<file path="src/rtl/hazard_pkg.sv">
// Shared types and constants for the hazard / mul-div sequencing control.
package hazard_pkg;

    typedef enum logic {HZ_IDLE, HZ_RUN} hz_state_t;

    localparam logic MD_KIND_MUL = 1'b0;
    localparam logic MD_KIND_DIV = 1'b1;

endpackage

</file>
<file path="src/rtl/hazard_md_timer.sv">
// Mul/div occupancy timer: loads a remaining-cycle count, decrements while running, flags zero.
module hazard_md_timer
    import hazard_pkg::*;
#(
    parameter int CW = 5
) (
    input  logic          i_clk,
    input  logic          i_rst,
    input  logic          i_load,
    input  logic [CW-1:0] i_load_val,
    input  logic          i_dec,
    output logic          o_zero
);

    logic [CW-1:0] r_cnt;

    // NOTE: sequential state uses non-blocking assignments so every flop samples pre-edge values.
    always_ff @(posedge i_clk or posedge i_rst) begin
        if (i_rst) begin
            r_cnt <= '0;
        end else if (i_load) begin
            r_cnt <= i_load_val;
        end else if (i_dec && (r_cnt != '0)) begin
            r_cnt <= r_cnt - 1'b1;
        end
    end

    assign o_zero = (r_cnt == '0);

endmodule

</file>
<file path="src/rtl/hazard_ctrl.sv">
// Pipeline sequencer: load-use detection, mul/div issue/busy/HI-LO interlock, branch flush.
// Optional stall-cycle counter enabled by defining HAZARD_STALLCNT_EN.
module hazard_ctrl
    import hazard_pkg::*;
#(
    parameter int MD_MUL_CYC = 4,
    parameter int MD_DIV_CYC = 32,
    parameter int REG_AW     = 5
) (
    input  logic              i_clk,
    input  logic              i_rst,
    input  logic [REG_AW-1:0] i_addr_Drs,
    input  logic [REG_AW-1:0] i_addr_Drt,
    input  logic              i_con_Dusesrs,
    input  logic              i_con_Dusesrt,
    input  logic [REG_AW-1:0] i_addr_Eregdst,
    input  logic              i_con_Ememread,
    input  logic              i_con_Dmdstart,
    input  logic              i_con_Dmdkind,
    input  logic              i_con_Dmdread,
    input  logic              i_con_Ebranchtaken,
    output logic              o_con_Fstall,
    output logic              o_con_Dstall,
    output logic              o_con_Dflush,
    output logic              o_con_Eflush,
    output logic              o_con_mdstart,
    output logic              o_con_mdbusy,
    output logic [31:0]       o_data_stallcnt
);

    localparam int CW = (MD_DIV_CYC > 1) ? $clog2(MD_DIV_CYC) : 1;
    localparam logic [CW-1:0] MUL_LOAD = CW'(MD_MUL_CYC - 1);
    localparam logic [CW-1:0] DIV_LOAD = CW'(MD_DIV_CYC - 1);

    hz_state_t r_state;
    hz_state_t w_state_nxt;
    logic      w_lu;
    logic      w_mdh;
    logic      w_issue;
    logic      w_zero;
    logic      w_stall;

    assign w_lu = i_con_Ememread && (i_addr_Eregdst != '0) &&
                  ((i_con_Dusesrs && (i_addr_Drs == i_addr_Eregdst)) ||
                   (i_con_Dusesrt && (i_addr_Drt == i_addr_Eregdst)));

    assign w_mdh   = (r_state == HZ_RUN) && (i_con_Dmdread || i_con_Dmdstart);
    assign w_issue = (r_state == HZ_IDLE) && i_con_Dmdstart && !i_con_Ebranchtaken && !w_lu;

    hazard_md_timer #(.CW(CW)) u_timer (
        .i_clk      (i_clk),
        .i_rst      (i_rst),
        .i_load     (w_issue),
        .i_load_val ((i_con_Dmdkind == MD_KIND_DIV) ? DIV_LOAD : MUL_LOAD),
        .i_dec      (r_state == HZ_RUN),
        .o_zero     (w_zero)
    );

    // NOTE: combinational blocks assign a default first so no path can infer a latch.
    always_comb begin
        w_state_nxt = r_state;
        case (r_state)
            HZ_IDLE: if (w_issue) w_state_nxt = HZ_RUN;
            HZ_RUN:  if (w_zero)  w_state_nxt = HZ_IDLE;
            default: w_state_nxt = HZ_IDLE;
        endcase
    end

    always_ff @(posedge i_clk or posedge i_rst) begin
        if (i_rst) r_state <= HZ_IDLE;
        else       r_state <= w_state_nxt;
    end

    // Branch outranks both stalls; outputs are forced low while reset is asserted.
    assign w_stall       = !i_con_Ebranchtaken && (w_lu || w_mdh);
    assign o_con_Fstall  = !i_rst && w_stall;
    assign o_con_Dstall  = !i_rst && w_stall;
    assign o_con_Dflush  = !i_rst && i_con_Ebranchtaken;
    assign o_con_Eflush  = !i_rst && (i_con_Ebranchtaken || w_lu || w_mdh);
    assign o_con_mdstart = !i_rst && w_issue;
    assign o_con_mdbusy  = !i_rst && (r_state == HZ_RUN);

`ifdef HAZARD_STALLCNT_EN
    logic [31:0] r_stallcnt;

    always_ff @(posedge i_clk or posedge i_rst) begin
        if (i_rst) begin
            r_stallcnt <= '0;
        end else if (o_con_Fstall && (r_stallcnt != 32'hFFFF_FFFF)) begin
            r_stallcnt <= r_stallcnt + 32'd1;
        end
    end

    assign o_data_stallcnt = r_stallcnt;
`else
    assign o_data_stallcnt = 32'd0;
`endif

endmodule

</file>
<file path="config.mk">
export PLATFORM = sky130hd
export DESIGN_NAME = hazard_ctrl
export DESIGN_NICKNAME = d
export VERILOG_FILES = /design/src/rtl/hazard_pkg.sv /design/src/rtl/hazard_md_timer.sv /design/src/rtl/hazard_ctrl.sv
export SDC_FILE = /design/constraint.sdc
export NUM_CORES = 1
export LEC_CHECK = 0
export CAP_MARGIN = 10
export CELL_PAD_IN_SITES_DETAIL_PLACEMENT = 2
export CELL_PAD_IN_SITES_GLOBAL_PLACEMENT = 2
export CORE_MARGIN = 8
export CORE_UTILIZATION = 16
export DETAILED_ROUTE_END_ITERATION = 12
export GPL_TIMING_DRIVEN = 0
export PLACE_DENSITY_LB_ADDON = 0.2
export SYNTH_ARGS = -nofsm -noshare
export SYNTH_HDL_FRONTEND = slang
export SYNTH_SLANG_ARGS = --single-unit
</file>
<file path="constraint.sdc">
create_clock -name i_clk -period 2.2 [get_ports i_clk]
set_input_delay 0.44 -clock i_clk [delete_from_list [all_inputs] [get_ports i_clk]]
set_output_delay 0.44 -clock i_clk [all_outputs]
set_load 0.01 [all_outputs]
</file>
==> results.txt, run 1 <==
This memo summarizes the results of the implementation run.

Global routing
Entering global routing, the biggest net connects 8 pins. The first-pass GRT wire length is 4.560 mm. The initial antenna violation count is 0. The global routing report lists combined usage of all routing layers as 0.07781.

Timing
Setup repair after global routing could not meet its margin everywhere. The top achievable clock speed is approximately 470 MHz. The count of pins over their slew limit is 0. The setup clock skew after layout is ~0.002 ns. After routing, the total negative slack on setup checks comes to 0 ns.

Setup path
The most numerous cell type found on the critical path is sky130_fd_sc_hd__buf_6. The critical path class is input pin to primary output. The endpoint arrival time on the critical path is around 1.7 ns. Along the worst path, the maximum fanout reaches 3. The sum of buffers and inverters on the critical path is 3. The endpoint kind of the worst setup timing path is a primary output. Looking at the critical path, the single cell with the biggest stage delay is sky130_fd_sc_hd__or4_4.

Pwr
The power of the combinational group is ~0.47 mW. The share of power burned in combinational logic is 0.549. The switching portion of total power comes to 0.3712.

Total power normalized to cell area comes to approximately 640 nW/um2. The share of total power dissipated in the clock network is 0.190. In the power breakdown, the internal column shows around 0.54 mW. The group that draws the most power in this run is combinational logic.

Clock network
The clock tree from TritonCTS is built. Buffers inserted to repair hold after CTS numbered 0. The clock root buffer is sky130_fd_sc_hd__clkbuf_8.

Floorplanning
The initialized floorplan defines 25 standard-cell rows. The die covers 7333 um2. The area of the core is about 4700 um2. The number of I/O pins is 62. The die is roughly 86 um tall.

Synthesis
The synthesized design spends more area on one cell type than any other, namely sky130_fd_sc_hd__buf_4. By count the netlist is led by sky130_fd_sc_hd__buf_4 (33), sky130_fd_sc_hd__xnor2_1 (11), sky130_fd_sc_hd__dfrtp_1 (6), sky130_fd_sc_hd__nand2_1 (6), sky130_fd_sc_hd__inv_1 (5). Summing all multiplexer cells gives an area fraction of 0.05806. The synthesis report lists the Yosys warning total as 0. Per the synthesis report, the XOR/XNOR share of the synthesized area is 0.1242. By area the synthesized netlist is led by sky130_fd_sc_hd__buf_4 (32%), sky130_fd_sc_hd__dfrtp_1 (19%), sky130_fd_sc_hd__xnor2_1 (12%).

After synthesis, the netlist uses 25 different library cells. In the Yosys report the total cell count is around 94. Of the synthesized area, sequential elements account for 0.1935. The chip area line of the yosys report is 775.7 um2. The proportion of register bits with asynchronous set or reset after synthesis is 1.000. The synthesis stat section lists a flop and latch total of 6.

Cells and area
The final antenna diode count is 0. The number of nets in the layout is ~190. Summing all non-filler instances in the final layout gives an area of 1330 um2. Among logic cells in the layout, the one with the most instances is sky130_fd_sc_hd__buf_4. Per the cell usage report, the commonest logic cells after layout are sky130_fd_sc_hd__buf_4 (37), sky130_fd_sc_hd__conb_1 (32), sky130_fd_sc_hd__xnor2_1 (8). The share of final-layout standard cells stronger than drive strength 1 is 0.4161.

Route
The number of vias per cell is 3.572. In this run, the number of DRC markers left after iteration 0 of detailed routing was 4. In this run the remaining antenna-violating nets after routing total 0.

Summed over all layers, the routed wires come to roughly 2.8 mm. The iteration tally of the first detailed-router pass is 2. The DRC violation count after routing is 0.

Place
The worst slack after detailed placement is -1.075 ns. The placement summary gives the final routability congestion estimate as approximately 0.72. The count of buffers inserted at the top-level ports is 29. The half-perimeter wire length after placement is 2.482 mm.

Flow run
In this run the tools logged warnings totalling 28. The tool flagged a number of max-cap violations equal to 0.

Outcome
The run finished with clean final reports.
[run 1: worst reg2reg max path, cell delays in order (launching register included)]
cell                       delay, ns
sky130_fd_sc_hd__dfrtp_1        0.37
sky130_fd_sc_hd__inv_1          0.13
sky130_fd_sc_hd__ha_1           0.21
sky130_fd_sc_hd__nand2b_1       0.09
sky130_fd_sc_hd__o31ai_2        0.41
sky130_fd_sc_hd__o21ai_0        0.17
sky130_fd_sc_hd__mux2_2         0.27
[run 1: routing by layer]
layer / wire length [um] / vias up / global-route usage / share of wire
met5: 0 / - / 0 / 0
met4: 19 / 0 / 0.02389 / 0.0067
met3: 278 / 2 / 0.02865 / 0.098
met2: 1333 / 44 / 0.1347 / 0.47
met1: 1193 / 344 / 0.08609 / 0.42
li1: - / 378 / - / -
[run 1: worst paths after layout]
path | slack, ns | depth (start not counted) | end | from
min in group asynchronous | 0.58 | 2 | r_state | i_rst
worst max register to register | 0.43 | 6 | u_timer.r_cnt[2] | u_timer.r_cnt[0]
worst min register to register | 0.53 | 1 | u_timer.r_cnt[1] | u_timer.r_cnt[1]
max in group asynchronous | 1.41 | 2 | u_timer.r_cnt[3] | i_rst
worst max-delay path | 0.05 | 7 | o_con_Fstall | i_addr_Eregdst[4]
worst min-delay path | 0.53 | 1 | u_timer.r_cnt[1] | u_timer.r_cnt[1]
[run 1: area by class of cell]
cell class                 instances  area, um2
multi-input combinational         81      528.0
buffer                            33      247.7
inverter                           5      18.77
sequential                         6      150.1
tap                               54      67.56
timing repair buffer              33      276.5
fill                             549       3362
clock buffer                       3      41.29
[run 1: stage by stage]
stage                       util  instances  power, mW
final                     0.2835        215     0.8573
after global routing      0.2835        215     0.9503
after CTS                 0.2837        216     0.8609
after detailed placement  0.2664        208     0.6837
after global placement    0.2664        208     0.6557
after floorplan                -        125     0.5293
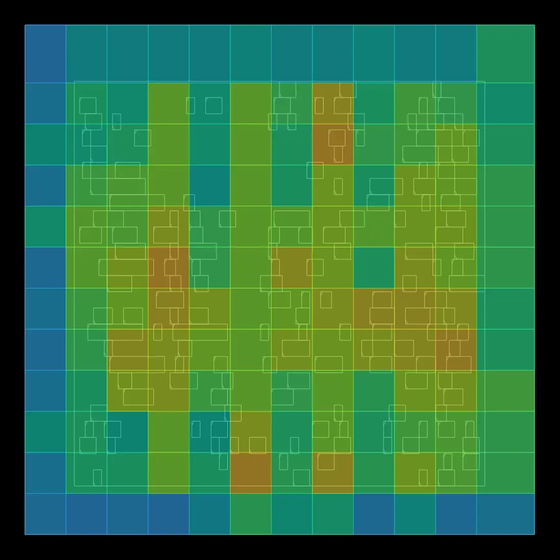
Fig. 1. Routing congestion (run 1).
post-layout utilization of the core: 0.2835
met2 Resource Use GR: 0.1347
Global Route met1 Usage: 0.08609
GR met3 Demand/Resource: 0.02865

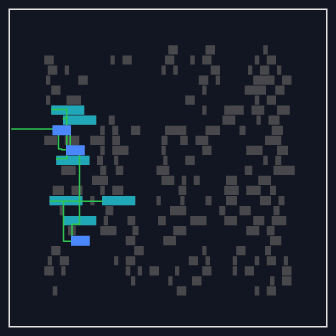
Fig. 2. Clock network drawn from the DEF (run 1).
[clock wires] green | length: 115 um
[clock-net drivers] blue | count: 3
[flip-flops] cyan | count: 6
flops lie: middle left

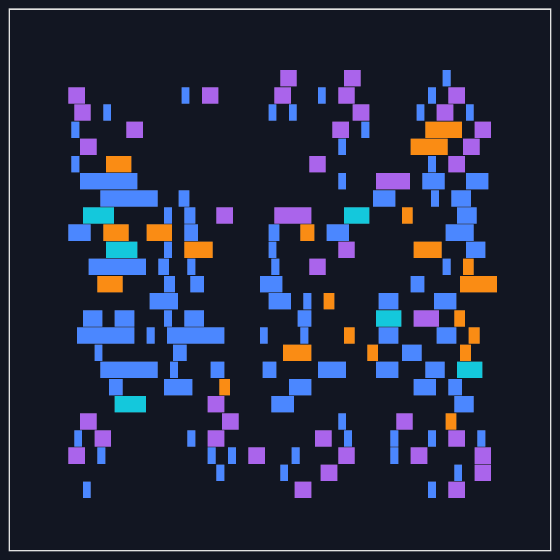
Fig. 3. Drive-strength map (run 1).
[x6 and larger] cyan | cells: 6 | share: 3.7%
[x3 and x4] purple | cells: 40 | share: 25%
[x2] orange | cells: 21 | share: 13%
[x1 and smaller] blue | cells: 94 | share: 58%

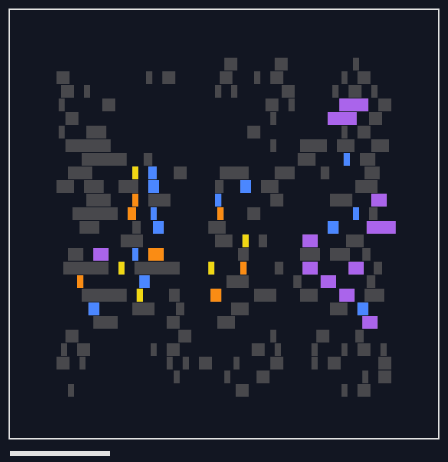
Fig. 4. Gate families picked out (run 1).
The bar under the picture is 20 um long.
[inv cells] yellow | cells: 5
[nor cells] orange | cells: 7
[xor and xnor cells] purple | cells: 11
[nand cells] blue | cells: 13

==> inputs of run 2 (changes only) <==
- ABC_AREA: default -> 1
- PLACE_DENSITY: default -> 0.87
- PLACE_DENSITY_LB_ADDON: 0.2 -> default
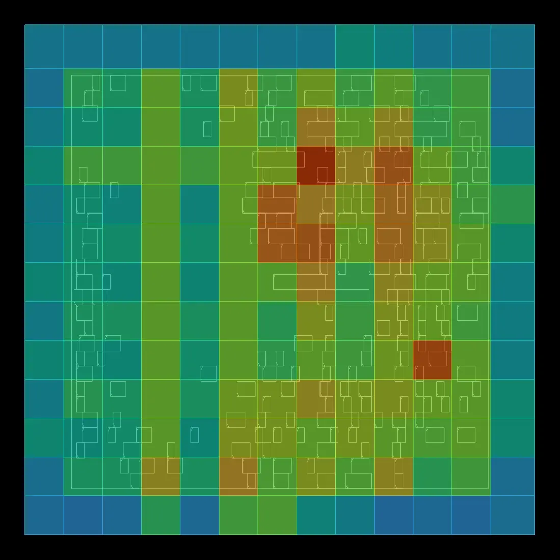
Fig. 5. Routing congestion (run 2).
met2 Resource Use GR: 0.1340
post-layout utilization of the core: 0.2629
Global Route met1 Usage: 0.08044

==> run 2 against run 1 <==
Net effect:
- critical path depth decreased by 3
- final cell count increased by 31%
- synthesized area increased by 15%
- highest routed layer unchanged
- combinational power increased by 24%
- die area increased by 12%
- critical endpoint is now o_con_Dflush
==> results.txt, run 2 <==
This memo summarizes the results of the implementation run.

Outcome
The run finished with clean final reports.

Timing
The setup clock skew after layout is ~0.00035 ns. The sum of negative setup slack is 0 ns. The top achievable clock speed is 460.1 MHz. Per the final report, max-transition violations number 0.

Place
The count of placed standard cells including taps is 279. Logged for this run, the post-placement worst setup slack is -0.7173 ns. The half-perimeter wire length after placement is 2.753 mm. Routability-driven placement finished with a final weighted congestion of approximately 0.73. The count of buffers inserted at the top-level ports is 29.

Flow run
The stage-log warning count is 27. Per the run summary, max-cap violations total 0.

Cells and area
In the layout the commonest cells are sky130_fd_sc_hd__nand2_1 (47), sky130_fd_sc_hd__buf_4 (33), sky130_fd_sc_hd__conb_1 (32). The number of antenna diodes in the final layout is 0. The number of nets in the layout is ~240. The layout has ~700 filler cells. Counting only logic cells after layout, the most numerous master is sky130_fd_sc_hd__nand2_1. The finished cells cover 1430 um2. Of the cells placed in the final design, the portion with a size suffix greater than 1 is 0.2714. Leaving out filler cells and counting taps, the final layout contains roughly 280.

Setup path
The critical path class is input pin to primary output. The endpoint of the most critical register-to-register path is u_timer.r_cnt[3]. Counting stages on the worst path, the most repeated cell is sky130_fd_sc_hd__clkdlybuf4s50_1. The cell at the slowest stage of the critical path is sky130_fd_sc_hd__clkdlybuf4s50_1. The setup check on the worst reg-to-reg path leaves a slack of 0.82 ns. The sum of buffers and inverters on the critical path is 3.

The origin of the critical flop-to-flop path is r_state. For the worst flop-to-flop path, the logic depth is 9. The endpoint kind of the worst setup timing path is a primary output. The critical path maximum fanout is 3.

Synthesis
The xor/xnor share of the synthesized area is 0.02954. The total cells reported by yosys after synthesis is 147. The portion of the post-synthesis area used by sequential elements is 0.1688.

In the synthesis report, Yosys lists the chip area as a little under 900 um2. Summing all multiplexer cells gives an area fraction of 0. The commonest register cell is sky130_fd_sc_hd__dfrtp_1.

The post-synth register bit count is 6. The proportion of register bits with asynchronous set or reset after synthesis is 1.000. In this run, the synthesized area fraction spent on adder and majority cells is recorded as 0.02813.

The cell type with the highest aggregate area in the netlist is sky130_fd_sc_hd__buf_4. The count of cell types in the netlist is 17. The number of enable-type register cells in the synthesized netlist is 0.

For reference, the top cells by count after synthesis are sky130_fd_sc_hd__nand2_1 (49), sky130_fd_sc_hd__buf_4 (33), sky130_fd_sc_hd__inv_1 (16), sky130_fd_sc_hd__nor2_1 (11), sky130_fd_sc_hd__nand3_1 (7). The Yosys step of the flow raised 0 warnings. The main area contributors are sky130_fd_sc_hd__buf_4 (28%), sky130_fd_sc_hd__nand2_1 (21%), sky130_fd_sc_hd__dfrtp_1 (17%).

Global routing
met3 track demand over resource after global routing is 0.03242. The first global-routing pass estimated 5.119 mm of wire. Entering global routing, the biggest net connects 10 pins. The initial antenna violation count was 0. The combined global-route utilization of all metal layers is 0.07658. The routing layer with the top usage in global route is met2.

Clock network
The clock passes through at most 2 buffers. The number of hold buffers added after cts is 0. Per the CTS log, the root buffer master is sky130_fd_sc_hd__clkbuf_8. The clock sink total is 6.

TritonCTS built the clock tree. Per the CTS log, the maximum H-tree level is 1.

Pwr
The power density over the cells is 681.0 nW/um2. The design draws a little under 1 mW.

Route
In the routed layout, each cell is associated on average with a via count of between 3 and 4. The number of nets with antenna violations after routing is 0. In the per-layer summary, the met1 wirelength comes to 1.227 mm. The DRC marker count from the first detailed-route iteration is 13. The highest layer touched by signal routing is met4. The iteration tally of the first detailed-router pass is 2.

The DRC violation count after routing is 0. The amount of wire on met3 after detailed routing is 285 um. The routed design uses 1.594 mm of met2 wire. The wire length after detailed routing is 3.139 mm.

Floorplanning
In this run the vertical extent of the chip is between 90 and 100 um. The chip area is roughly 8000 um2. The area of the core is between 5000 and 6000 um2. Row generation in the floorplan step produced 27 rows. The number of I/O pins is 62.

Worst hold path
The path type of the worst min-delay path is register to register. The end of the worst hold path is u_timer.r_cnt[4]. The worst hold path depth is 2. The startpoint of the worst hold path is u_timer.r_cnt[4].
==> run 2: cell count changes in the layout (fill, tap and decap cells not counted), sizes merged, moves of 4 or more <==
cell         change
buf             -11
nand3            +6
mux2             -4
xnor2           -11
dlygate4sd2     +13
nand2           +47
nand2b           -4
inv             +16
nor2            +10
==> run 2: report_power, final <==
group / internal [mW] / switching, mW
registers: 0.170 / 0.0460
clock network: 0.118 / 0.0544
logic: 0.250 / 0.336
==> run 2: how the worst max path moves through the flow <==
| stage | startpoint | endpoint | slack (ns) | cells past startpoint |
|---|---|---|---|---|
| 5_1_grt | i_con_Ebranchtaken | o_con_Dflush | -0.01 | 4 |
| 4_1_cts | i_con_Dusesrt | o_con_Dstall | 0.04 | 10 |
| 3_5_place_dp | i_addr_Eregdst[3] | o_con_Fstall | -0.72 | 13 |
| 6_report | i_con_Ebranchtaken | o_con_Dflush | 0.03 | 4 |
| 2_1_floorplan | i_addr_Drt[3] | o_con_Fstall | 0.43 | 11 |
| 3_3_place_gp | i_addr_Eregdst[4] | o_con_Fstall | -0.64 | 13 |
==> run 2: kinds of logic (layout without fill, tap and decap cells) <==
logic type / after synthesis / count (layout)
AND/OR/NAND/NOR: 76 / 76
other: 1 / 32
AND-OR/OR-AND: 5 / 5
flip-flops: 6 / 6
XOR/XNOR: 3 / 3
adder cells (fa/ha/maj): 2 / 2
buffers and inverters: 54 / 86
==> run 2: layout make-up <==
class / count / area, um2 / share of cell area
Inverter: 21 / 78.83 / 0.05512
Timing Repair Buffer: 30 / 279.0 / 0.1951
Tap cell: 72 / 90.09 / 0.06299
Buffer: 32 / 240.2 / 0.1680
Clock buffer: 3 / 41.29 / 0.02887
Multi-Input combinational cell: 118 / 550.5 / 0.3850
Sequential cell: 6 / 150.1 / 0.1050
==> inputs of run 3 (changes only) <==
- CAP_MARGIN: 10 -> 20
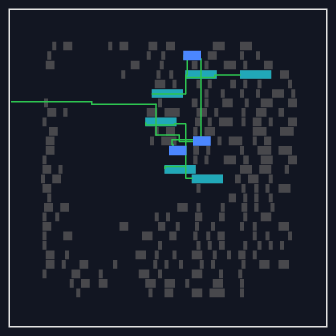
Fig. 6. Clock network drawn from the DEF (run 3).
[clock wires] green | length: 184 um
[flip-flops] cyan | count: 6
[clock-net drivers] blue | count: 3
routed clock nets: 4

==> run 3 against run 2 <==
Net effect:
- sequential power is essentially flat
- first-iteration DRC count stayed put
- total power stayed put
- critical path depth unchanged
- sequential share of layout area did not move
- via count did not move
- synthesized cell count stayed put
- critical endpoint unchanged
- largest power group unchanged
==> results.txt, run 3 <==
This memo summarizes the results of the implementation run.

Outcome
The run finished with clean final reports.

Route
In the detailed route, the total length drawn on met2 is roughly 1.6 mm. The detailed-route wire length on metal 1 is 1.227 mm. Dividing the detail-routed via count by the number of cells gives approximately 3.5. In the post-route report, total wirelength is listed as 3.139 mm.

Pwr
The net switching share of the total power is 0.4481. Of all power groups, the one with the highest power is combinational logic. The share of power burned in combinational logic is 0.601. The switching component of the power is between 0.4 and 0.5 mW.

Cells and area
The share of final-layout standard cells stronger than drive strength 1 is 0.2714. The final report lists a non-filler cell total of between 200 and 300. The number of nets in the layout is 238.

The combinational cell area excluding buffers and inverters is about 550 um2. Per the cell usage report, the commonest logic cell in the layout is sky130_fd_sc_hd__nand2_1. By instance count after routing, the leading logic cell types are sky130_fd_sc_hd__nand2_1 (47), sky130_fd_sc_hd__buf_4 (33), sky130_fd_sc_hd__conb_1 (32).

Global routing
The first global-routing pass estimated around 5.1 mm of wire. For this run, global-route usage on met3 was measured as 0.03242. The fraction of met1 tracks used by global routing is 0.08044. The initial antenna violation count came to 0.

In the global route stage, overall resource usage came out at 0.07658. The routing layer with the top usage in global route is met2.

Setup path
The slack of the worst reg-to-reg path is ~0.82 ns. The worst setup path is captured at a primary output. The critical path launch point is i_con_Ebranchtaken. The highest fanout seen on the critical path is 3. The worst register-to-register path ends at u_timer.r_cnt[3].

The critical path class is input pin to primary output. The data arrival time reported for the critical path is 1.73 ns.

Floorplanning
The number of I/O pins is 62. The chip occupies roughly 8000 um2. The initialized floorplan defines 27 standard-cell rows.

Clock network
The root buffer cell chosen for the clock tree is sky130_fd_sc_hd__clkbuf_8. The longest clock path from root to sink contains 2 buffers. The clock drives 6 sinks. Per the CTS log, the maximum H-tree level is 1.

Timing
Based on the critical path, the design can be clocked at up to approximately 460 MHz. After routing, the total negative slack on setup checks comes to 0 ns.

Synthesis
The chip area line of the yosys report is just under 900 um2. The number of storage elements in the synthesis netlist is 6. The proportion of register bits with asynchronous set or reset after synthesis is 1.000. The count of cell types in the netlist is 17. The share of the Yosys chip area taken by registers is 0.1688.

By area the synthesized netlist is led by sky130_fd_sc_hd__buf_4 (28%), sky130_fd_sc_hd__nand2_1 (21%), sky130_fd_sc_hd__dfrtp_1 (17%).

Place
The count of placed standard cells including taps is between 200 and 300. The half-perimeter wire length after placement is between 2 and 3 mm.

Worst hold path
The path type of the worst min-delay path is register to register.

Flow run
The tool flagged a number of max-cap violations equal to 0.
[run 3: cell type report]
type,instances,area share
multi-input combinational,118,0.3850
timing repair buffer,30,0.1951
sequential,6,0.1050
clock buffer,3,0.02887
buffer,32,0.1680
inverter,21,0.05512
tap,72,0.06299
[run 3: critical path, cell delays in order]
cell and delay (ns):
sky130_fd_sc_hd__clkdlybuf4s50_1 0.55, sky130_fd_sc_hd__inv_1 0.10, sky130_fd_sc_hd__nor2_1 0.09, sky130_fd_sc_hd__clkdlybuf4s50_1 0.55
[run 3: what timing repair did]
action	4_1_cts	5_1_grt
hold buffers	0	0
pin swaps	12	5
endpoints found under the setup margin	4	4
gates resized	31	10
setup buffers	1	0
[run 3: stage by stage]
stage	utilization	instance area [um2]	setup WS, ns
after floorplan	-	1006	0.4337
after global placement	0.2549	1386	-0.6383
after detailed placement	0.2549	1386	-0.7173
after CTS	0.2574	1400	0.03591
after global routing	0.2629	1430	-0.01457
final	0.2629	1430	0.02660
[run 3: cell families after synthesis]
| kind of cell | after synthesis | synth area share |
|---|---|---|
| xor+xnor | 3 | 0.02954 |
| fa+ha+maj | 2 | 0.02812 |
| buf+inv | 54 | 0.3671 |
| simple gates | 76 | 0.3657 |
| other cells | 1 | 0.004215 |
| compound gates | 5 | 0.03657 |
| flops | 6 | 0.1688 |
[run 3: worst min path at each step]
stage	start	end	slack, ns	cells past startpoint
floorplan	i_rst	r_state	0.24	1
global placement	u_timer.r_cnt[4]	u_timer.r_cnt[4]	0.49	2
detailed placement	u_timer.r_cnt[4]	u_timer.r_cnt[4]	0.51	2
CTS	u_timer.r_cnt[4]	u_timer.r_cnt[4]	0.52	2
global route	u_timer.r_cnt[4]	u_timer.r_cnt[4]	0.55	2
finish	u_timer.r_cnt[4]	u_timer.r_cnt[4]	0.51	2

==> gallery <==
The metal 3 layer.
Cells faint in the background.
image #1
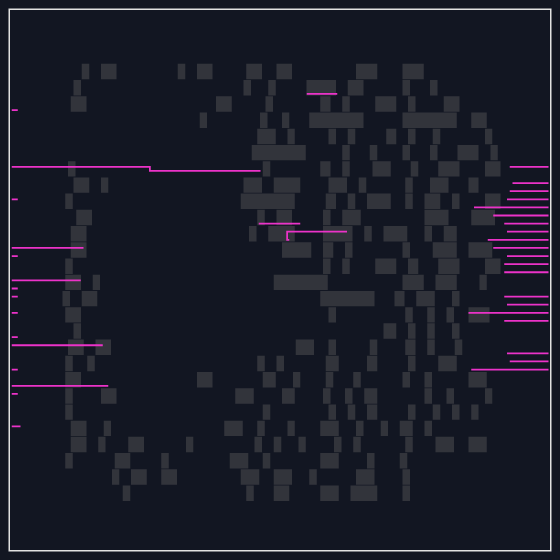
image #2
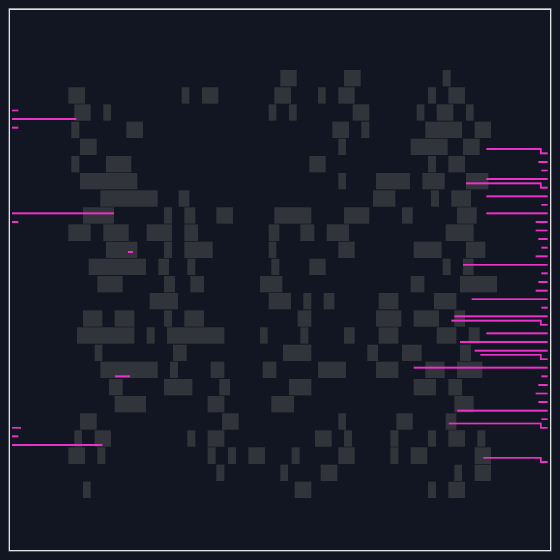
Image #2 is run 1.
Image #1 is run 2.

No activity file was given, so power comes from the tool's default toggle rates.
